$ cat src/rtl/pipe_pkg.sv
// Shared pipeline package: stage-register FSM states and ARM control-field widths
// used to size the per-stage control buses.
package pipe_pkg;

  typedef enum logic [1:0] {
    PS_EMPTY = 2'd0,
    PS_ONE   = 2'd1,
    PS_TWO   = 2'd2
  } pipe_state_t;

  localparam int WB_EN_W    = 1;
  localparam int MEM_R_EN_W = 1;
  localparam int MEM_W_EN_W = 1;
  localparam int B_W        = 1;
  localparam int S_W        = 1;
  localparam int EXE_CMD_W  = 3;

  // ID->EXE carries every control bit; later stages carry progressively fewer.
  localparam int CTRL_ID_EXE_W  = WB_EN_W + MEM_R_EN_W + MEM_W_EN_W + B_W + S_W + EXE_CMD_W;
  localparam int CTRL_EXE_MEM_W = WB_EN_W + MEM_R_EN_W + MEM_W_EN_W;
  localparam int CTRL_MEM_WB_W  = WB_EN_W + MEM_R_EN_W;

endpackage

$ cat src/rtl/sat_counter.sv
// Saturating up-counter with synchronous clear (clear wins over increment).
// Shared by the pipeline performance counters.
module sat_counter #(
  parameter int CNT_W = 16
) (
  input  logic             clk,
  input  logic             rst,
  input  logic             clr,
  input  logic             inc,
  output logic [CNT_W-1:0] cnt
);

  logic [CNT_W-1:0] cnt_q;
  logic [CNT_W-1:0] cnt_d;

  always_comb begin
    cnt_d = cnt_q;
    if (clr) begin
      cnt_d = '0;
    end else if (inc && (cnt_q != {CNT_W{1'b1}})) begin
      cnt_d = cnt_q + {{(CNT_W-1){1'b0}}, 1'b1};
    end
  end

  always_ff @(posedge clk or posedge rst) begin
    if (rst) begin
      cnt_q <= '0;
    end else begin
      cnt_q <= cnt_d;
    end
  end

  assign cnt = cnt_q;

endmodule

$ cat src/rtl/pipe_stage_reg.sv
// Pipeline stage register with valid/ready back-pressure, synchronous flush and a
// saturating stall counter. Define PIPE_STAGE_SKID_EN for the two-entry skid build.
module pipe_stage_reg
  import pipe_pkg::*;
#(
  parameter int CTRL_W = 8,
  parameter int DATA_W = 128,
  parameter int CNT_W  = 16
) (
  input  logic              clk,
  input  logic              rst,
  input  logic              flush,
  input  logic              in_valid,
  output logic              in_ready,
  input  logic [CTRL_W-1:0] in_ctrl,
  input  logic [DATA_W-1:0] in_data,
  output logic              out_valid,
  input  logic              out_ready,
  output logic [CTRL_W-1:0] out_ctrl,
  output logic [DATA_W-1:0] out_data,
  input  logic              stall_cnt_clr,
  output logic [CNT_W-1:0]  stall_cnt
);

  // Handshake: a transfer happens on a rising edge where valid & ready are both 1;
  // valid never depends on ready, and an offered entry is held until it transfers.
  pipe_state_t       state_q, state_d;
  logic [CTRL_W-1:0] main_ctrl_q, main_ctrl_d;
  logic [DATA_W-1:0] main_data_q, main_data_d;
  logic              in_fire;
  logic              out_fire;

  assign out_valid = (state_q != PS_EMPTY);
  assign out_ctrl  = main_ctrl_q;
  assign out_data  = main_data_q;
  assign in_fire   = in_valid & in_ready;
  assign out_fire  = out_valid & out_ready;

`ifdef PIPE_STAGE_SKID_EN
  logic [CTRL_W-1:0] skid_ctrl_q, skid_ctrl_d;
  logic [DATA_W-1:0] skid_data_q, skid_data_d;
  logic              in_ready_q, in_ready_d;

  // in_ready is registered so out_ready has no path to the upstream stage.
  assign in_ready = in_ready_q;

  always_comb begin
    state_d     = state_q;
    main_ctrl_d = main_ctrl_q;
    main_data_d = main_data_q;
    skid_ctrl_d = skid_ctrl_q;
    skid_data_d = skid_data_q;
    if (flush) begin
      state_d     = PS_EMPTY;
      main_ctrl_d = '0;
      skid_ctrl_d = '0;
    end else begin
      case (state_q)
        PS_EMPTY: begin
          if (in_fire) begin
            state_d     = PS_ONE;
            main_ctrl_d = in_ctrl;
            main_data_d = in_data;
          end
        end
        PS_ONE: begin
          if (in_fire && out_fire) begin
            main_ctrl_d = in_ctrl;
            main_data_d = in_data;
          end else if (in_fire) begin
            state_d     = PS_TWO;
            skid_ctrl_d = in_ctrl;
            skid_data_d = in_data;
          end else if (out_fire) begin
            state_d = PS_EMPTY;
          end
        end
        PS_TWO: begin
          if (out_fire) begin
            state_d     = PS_ONE;
            main_ctrl_d = skid_ctrl_q;
            main_data_d = skid_data_q;
          end
        end
        default: state_d = PS_EMPTY;
      endcase
    end
    in_ready_d = (state_d != PS_TWO);
  end

  always_ff @(posedge clk or posedge rst) begin
    if (rst) begin
      skid_ctrl_q <= '0;
      skid_data_q <= '0;
      in_ready_q  <= 1'b1;
    end else begin
      skid_ctrl_q <= skid_ctrl_d;
      skid_data_q <= skid_data_d;
      in_ready_q  <= in_ready_d;
    end
  end
`else
  // Single entry: accept when empty or when the held entry leaves this cycle.
  assign in_ready = !out_valid | out_ready;

  always_comb begin
    state_d     = state_q;
    main_ctrl_d = main_ctrl_q;
    main_data_d = main_data_q;
    if (flush) begin
      state_d     = PS_EMPTY;
      main_ctrl_d = '0;
    end else begin
      case (state_q)
        PS_EMPTY: begin
          if (in_fire) begin
            state_d     = PS_ONE;
            main_ctrl_d = in_ctrl;
            main_data_d = in_data;
          end
        end
        PS_ONE: begin
          if (in_fire) begin
            main_ctrl_d = in_ctrl;
            main_data_d = in_data;
          end else if (out_fire) begin
            state_d = PS_EMPTY;
          end
        end
        default: state_d = PS_EMPTY;
      endcase
    end
  end
`endif

  always_ff @(posedge clk or posedge rst) begin
    if (rst) begin
      state_q     <= PS_EMPTY;
      main_ctrl_q <= '0;
      main_data_q <= '0;
    end else begin
      state_q     <= state_d;
      main_ctrl_q <= main_ctrl_d;
      main_data_q <= main_data_d;
    end
  end

  sat_counter #(
    .CNT_W(CNT_W)
  ) u_stall_cnt (
    .clk (clk),
    .rst (rst),
    .clr (stall_cnt_clr),
    .inc (out_valid & ~out_ready),
    .cnt (stall_cnt)
  );

endmodule

$ cat config.mk
export PLATFORM = sky130hd
export DESIGN_NAME = pipe_stage_reg
export DESIGN_NICKNAME = d
export VERILOG_FILES = /design/src/rtl/pipe_pkg.sv /design/src/rtl/sat_counter.sv /design/src/rtl/pipe_stage_reg.sv
export SDC_FILE = /design/constraint.sdc
export NUM_CORES = 1
export LEC_CHECK = 0
export CORE_ASPECT_RATIO = 0.6
export CORE_MARGIN = 1
export CORE_UTILIZATION = 30
export CTS_CLUSTER_DIAMETER = 100
export DETAILED_ROUTE_END_ITERATION = 6
export GPL_TIMING_DRIVEN = 0
export SYNTH_ARGS = -nofsm -noshare
export SYNTH_HDL_FRONTEND = slang
export SYNTH_SLANG_ARGS = --single-unit
$ cat constraint.sdc
create_clock -name clk -period 5.5 [get_ports clk]
set_input_delay 0.825 -clock clk [delete_from_list [all_inputs] [get_ports clk]]
set_output_delay 0.825 -clock clk [all_outputs]
set_load 0.05 [all_outputs]
Figure 1. Routed clock nets over the placement.
Scale bar: 50 µm.
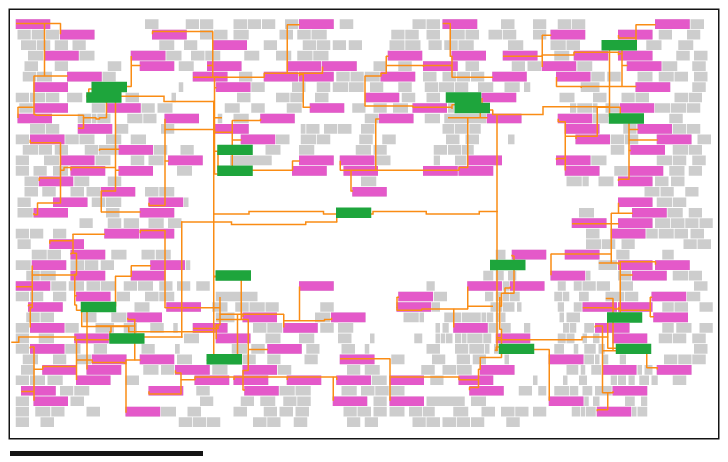
[magenta] flip-flops | count: 153
[orange] clock wires | length: 2,090 µm
[green] clock-net drivers | count: 17
routed clock nets: 18
flops lie: spread over the die
clk_skew: 0.00786 ns
P_clk: 1240 µW
clk latency late pin: 0.42 ns
Clk pwr share: 31.6%

Figure 2. Register map, names as in the netlist.
Other sequential cells in the stronger grey, the rest of the logic in the fainter grey.
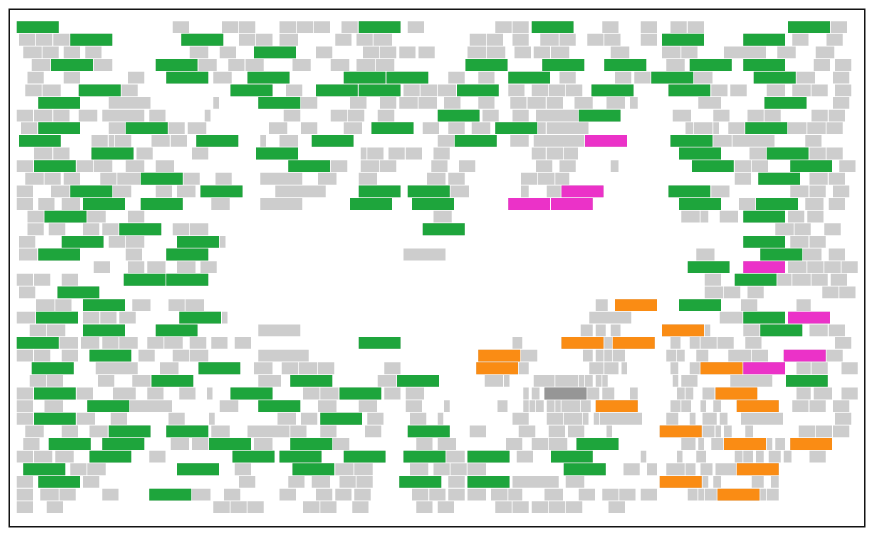
[magenta] `out_ctrl` | placed flops: 8
[orange] `u_stall_cnt.cnt` | placed flops: 16 | where: south-east
[green] `out_data` | placed flops: 128 | where: spread over the die
not coloured: 1
sequential power: 1380 µW
fraction of area in registers: 38.7%
fin util: 51.5%

Figure 3. The metal 4 layer.
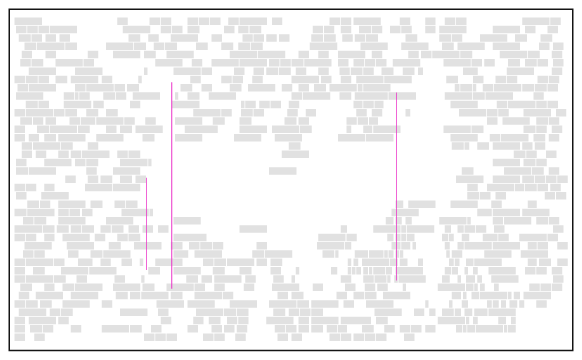
wire length on this layer: 158 µm
share of all routed wire: 0.93%
Vias: 4,464
Post-Route WL: 17,000 µm

-- per-stage QoR --
stage          instance area (µm²)  util, %  hold slack (ns)
2_1_floorplan                 5950        -            0.802
3_5_place_dp                  9270     48.2            0.490
5_1_grt                       9900     51.5            0.518
4_1_cts                       9900     51.5            0.507
6_report                      9900     51.5            0.502
3_3_place_gp                  9240     48.1            0.484
-- synthesized netlist by cell type --
cell type	n	area, µm²
dfrtp_1	153	3830
buf_2	6	30.0
and3_1	2	12.5
nor2b_1	2	12.5
a211oi_1	5	37.5
a22o_1	8	70.1
o41ai_1	1	8.76
a21oi_1	11	55.1
and4_1	1	8.76
or4_1	5	37.5
nand2_1	9	33.8
nand2b_1	3	18.8
and4b_2	1	11.3
and2_1	1	6.26
nor3_1	1	5.00
o31ai_1	4	30.0
ha_1	1	12.5
o31a_1	1	8.76
mux2i_1	1	10.0
a31oi_1	4	25.0
and4b_1	1	10.0
nand4_1	1	6.26
nor4_2	1	12.5
mux2_2	130	1460
nor2_1	6	22.5
nor4_1	2	12.5
o21bai_1	1	7.51
clkbuf_1	13	48.8
or2_2	1	6.26
or3_1	3	18.8
buf_6	1	11.3
o21ai_0	2	10.0
inv_1	6	22.5
nand3_1	5	25.0
nand2b_4	1	13.8
-- metal layers --
layer | track usage [%] | part of all wire, % | up-vias
li1 | - | - | 2055
met1 | 20.2 | 41 | 2229
met2 | 27.9 | 47 | 167
met3 | 8.67 | 10 | 13
met4 | 4.83 | 0.93 | 0
met5 | 0 | 0 | -
-- worst register-to-register path, cell delays in order (launching register included) --
cell	delay (ns)
dfrtp_1	0.42
nand2b_4	0.09
buf_6	0.11
nand2_1	0.05
nor2_1	0.65
buf_2	0.37
buf_2	0.30
mux2_2	0.38
==> flow_summary.toml <==
# yosys + openroad results
[critical_path]
critPathMaxStageDelay_ns = 0.81
crit_path_frequent_cell = "clkdlybuf4s50_1"
endpoint_kind = "output port"
cp-start-kind = "primary input"
cp_num_cells = 4
path_buffers = 3
cpLargestDelayFamily = "buffers and inverters"
ff2ff_setup_slack_ns = 3.01
r2r_start = "state_q[0]"
crit_slowest_cell = "clkdlybuf4s50_1"
path_max_fanout = 7
crit_arrival_ns = 2.37

[final_timing]
setup_violations = 0
final.period_utilization_pct = 58.1
setup_tns_ns = 0
period_needed_ns = 3.19
slew_headroom_pct = 41.0
rsz0062_at_grt = "false"
slew_viol_final = 0
worst_pin_slew_ns = 0.885
setup_ws_ns = 2.31

[min_path]
min_path_cells = 1

[flow_run]
cap_violations = 0

[global_routing]
grt_first_pass_wirelength_um = 26700
grt-ovfl-total = 0
antenna_found_initial = 1

[logic_synthesis]
synth_cells = 394
ys_top_logic_family = "multiplexers"
ys_sh_xor_pct = 0
avgSynthCellArea_um2 = 15.1
ys.warnings.count = 0
seq_area_frac_synth_pct = 64.3
synth.distinct_cells = 35
syn-num-nets = 537
numSynthFlops = 153

[clock_tree]
clockRootBuffer = "clkbuf_16"
numCtsBuffers = 17
clock_path_buffers = 2
htree_num_levels = 4
hold_buffers = 0
cts.repair.resized = 0
cts_tree = "done"

[power_and_ir_drop]
power_uw = 3910
switching_power_uw = 1330
swShare_pct = 34.1
powerComb_uw = 1300
comb_power_share_pct = 33.2
power_density_mw_per_mm2 = 395
seqPwrFrac_pct = 35.2

[placement]
port_buffers = 295
post-place-ws_ns = 1.87
dp_cells = 956

[finish]
antennaDiodeCount = 0
drive_above_1_share_pct = 23.8
largest_register_ffs = 128
largest_class = "flip-flops and latches"
inverters = 6
regArea_mm2 = 0.00383
fin_nets = 852
logic_gates = 215
lay_top_count = "clkdlybuf4s50_1"
final-instance-count-excl-fill = 988
sh_comb_area_pct = 20.3
num-nonclk-buffers = 316
layout_top_cells = "clkdlybuf4s50_1, dfrtp_1, mux2_2"

[detailed_routing]
vias_per_cell = 4.52
antenna_left = 0
wl_per_cell_um = 17.2

[run_status]
outcome = "complete, no violations"

[floorplanning]
die_h_um = 111
die_w_um = 184
rows = 39
fp_util_pct = 31.0
tap_cells = 266
chipArea_mm2 = 0.0204
core_region_area_mm2 = 0.0192
Power and IR drop assume default switching activity.
